Design nibble_cpu_core, sky130hd; sources not shown.
run_1/metal_density.png
15 x 15 tiles, from dark blue (low) to red (high), scaled to the fullest tile. Values are wire area over tile area, all layers added.
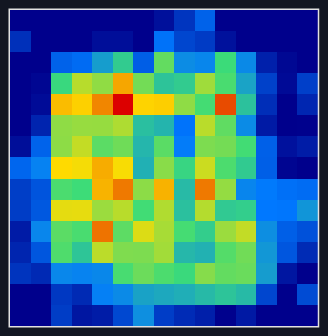
emptiest ninth of the die: north-east
densest ninth of the die: centre
mean over tiles: 0.17
fullest tile: 0.52
nearly empty tiles: 19%
tiles over half the peak: 33%
WL final: 6.04 mm
Vias: 2270
Tot GR Track Use: 0.228

run_1/clk_routes.png
Bar = 20 um.
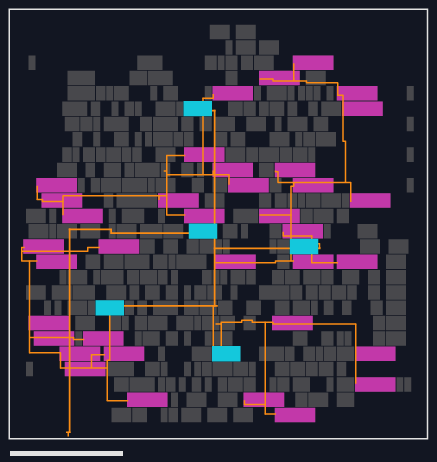
[cyan] clock drivers | count: 5
[magenta] flip-flops | count: 36
[orange] clock wires | length: 493 um
flops lie: widely spread
routed clock nets: 6
Clk pwr share: 0.357
Latency at later pin: 0.30 ns
Clk power: 0.363 mW

run_1/clocks.png
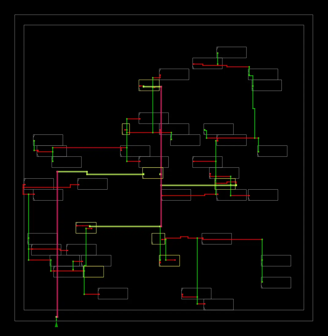
layout clock buffer count: 6
CTS Buf Count: 5
flop count: 36
CTS Sinks: 36

run_1/placement_by_type.png
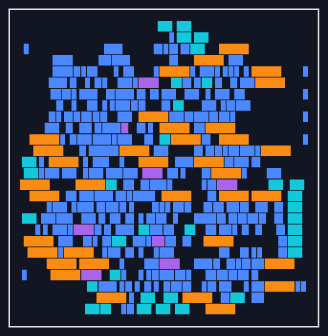
| colour | class | cells | share of their area |
|---|---|---|---|
| cyan | other buffers and delay cells | 34 | 11% |
| purple | clock drivers and dummy loads | 8 | 3.4% |
| blue | combinational and other logic | 255 | 60% |
| orange | flops | 36 | 25% |
area of the core: 0.00491 sq mm
Finished Core Util: 0.594
design area: 0.00292 sq mm

==> reports/results.txt, run 1 <==
GPL Wtd Cong: 0.837
row cnt: 26
Crit Path Category: reg2reg
RSZ-0062 raised after global routing: no
pwr/cell area: 349 mW/mm^2
drt drc: 0
Top-area cell share: 0.283
CP startpoint kind: register
combinational power share: 0.146
Top cell excl fill/tap: dfxtp_1
GR Util met2: 0.340
cell family with most CP delay: adder cells
first-pass GRT wire length: 10.2 mm
Die Wd: 74 um
Seq/Total Area, Yosys: 0.283
diode count: 0
clk slew on worst S/H paths: 0.08 ns
Layout Nets: 348
Post-synth EDFFs: 0
cell type with the largest total area: dfxtp_1
dpl cell area: 0.00282 sq mm
pre-CTS setup slack: 0.0864 ns
final number of hold-violating endpoints: 0
Layout fillers: 442
Mapped Cells: 310
fp util: 0.519
Setup Buffers After CTS: 0
initial antenna violation count: 0
PortBufs: 24
Avg Vias per Cell: 5.63
Slew HR: 0.432
Most common cell on crit path: ha_1
ys cells: 310
Comb area: 0.00166 sq mm
most frequent cell after synthesis: dfxtp_1
Sw Pwr: 0.291 mW
Worst path depth: 13
chip area estimate from yosys synthesis: 0.00255 sq mm
dominant cells by area after synthesis: dfxtp_1 (28%), mux2i_1 (12%), nor2_1 (4.6%), nand2b_1 (4.2%), nand2_1 (4.1%)
synth cell count leaders: dfxtp_1 (36), nor2_1 (31), mux2i_1 (30)
status: complete, no violations
die area: 0.00562 sq mm
GR met3 Demand/Resource: 0.0397
Vert. Die Dim: 76 um
==> run 1: cell families after synthesis <==
group / share of synthesized area
buffers and inverters: 0.0780
other: 0.00147
AND/OR/NAND/NOR: 0.263
adder cells (fa/ha/maj): 0.0471
AND-OR/OR-AND: 0.179
multiplexers: 0.135
flip-flops: 0.283
XOR/XNOR: 0.0137
==> run 1: power by group through the flow <==
stage	combinational (mW)	sequential, mW	clock (mW)
after detailed placement	0.146	0.516	0
after global placement	0.144	0.515	0
after floorplan	0.128	0.499	0
after global routing	0.165	0.509	0.384
final	0.149	0.506	0.363
after CTS	0.147	0.505	0.369
==> run 1: final cells by class <==
cell class	instances	share of cell area
timing repair buffer	34	0.108
multi-input combinational	246	0.570
clock buffer	6	0.0283
inverter	9	0.0116
tap	70	0.0300
clock inverter	2	0.00472
sequential	36	0.247
==> run 1 -> run 2 <==
--- a/config.mk
+++ b/config.mk
@@ -5,11 +5,14 @@
 export SDC_FILE = /design/constraint.sdc
 export NUM_CORES = 1
 export LEC_CHECK = 0
-export CORE_AREA = 2 2 72 74
+export CELL_PAD_IN_SITES_DETAIL_PLACEMENT = 1
+export CELL_PAD_IN_SITES_GLOBAL_PLACEMENT = 2
+export CORE_AREA = 2 2 91 93
+export CTS_CLUSTER_DIAMETER = 100
 export CTS_CLUSTER_SIZE = 20
 export DETAILED_ROUTE_END_ITERATION = 8
-export DIE_AREA = 0 0 74 76
-export PLACE_DENSITY = 0.77
+export DIE_AREA = 0 0 93 95
+export PLACE_DENSITY_LB_ADDON = 0.1
 export SLEW_MARGIN = 30
 export SYNTH_ARGS = -nofsm -noshare
 export SYNTH_HDL_FRONTEND = slang
run_2/metal_density.png
19 x 19 tiles, from dark blue (low) to red (high), scaled to the fullest tile. Values are wire area over tile area, all layers added.
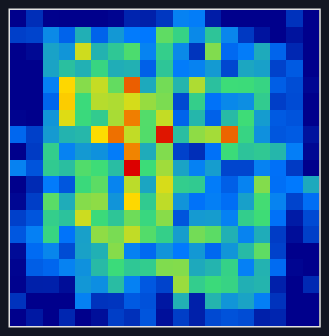
WL final: 7.44 mm
Tot GR Track Use: 0.180
Vias: 2295
WL per Instance: 16.9 um

==> run 2 against run 1 <==
Against the previous run:
- highest routed layer unchanged
- utilization is 21 points lower
- synthesized area unchanged
- critical endpoint unchanged
- synthesized cell count is the same
- final area up 4.3%
- first-iteration DRC count decreased by 70%
- combinational power is 7% higher
- non-clock buffer count up 3
- power up 23%
- worst setup slack lost 0.097 ns
- sequential share of layout area decreased by 1.0 points
- wire length increased by 23%
- sequential cell count is the same
==> reports/results.txt, run 2 <==
AO/OA Area Share: 0.179
pwr/cell area: 413 mW/mm^2
Mux area share: 0.135
first-pass GRT wire length: 12.4 mm
area fraction in full adders, half adders and majority gates: 0.0471
CTS Buf Count: 5
CTS Sinks: 36
synth cell count leaders: dfxtp_1 (36), nor2_1 (31), mux2i_1 (30)
die area: 0.00884 sq mm
Setup Buffers After CTS: 0
Avg Vias per Cell: 5.20
fp util: 0.322
Mapped Cells: 310
Top-area cell share: 0.283
Finished Core Util: 0.384
pre-CTS setup slack: 0.0895 ns
GR Util met2: 0.293
Post-synth EDFFs: 0
Synth Area in Simple Gates: 0.263
status: complete, no violations
CP startpoint kind: register
drt drc: 0
cell type with the largest total area: dfxtp_1
initial antenna violation count: 0
design area: 0.00304 sq mm
area of the core: 0.00793 sq mm
xor/xnor share of the synthesized area: 0.0137
PortBufs: 24
ys cells: 310
-- run 2: critical path, cell delays in order (launching register included) --
cell and delay, ns:
dfxtp_1 0.37, inv_1 0.05, ha_1 0.40, nand2_1 0.10
o21ai_0 0.16, ha_1 0.27, fa_1 0.41, xnor2_1 0.16
nor3_1 0.06, a211oi_1 0.23, a21oi_1 0.14, nor4_2 0.22
nand2b_1 0.08, mux2i_1 0.11
-- run 2: layout make-up --
cell class                 count  share of cell area
inverter                       9              0.0111
timing repair buffer          37               0.111
clock buffer                   5              0.0226
sequential                    36               0.237
clock inverter                 3              0.0296
tap                          105              0.0432
multi-input combinational    246               0.546
-- run 2: report_power, final --
part	switching, mW	leakage (nW)	internal [mW]
combinational	0.0876	0.836	0.0723
sequential	0.0267	0.292	0.475
clock	0.192	0.0784	0.403
total	0.306	1.21	0.950
No activity file was given, so power comes from the tool's default toggle rates.
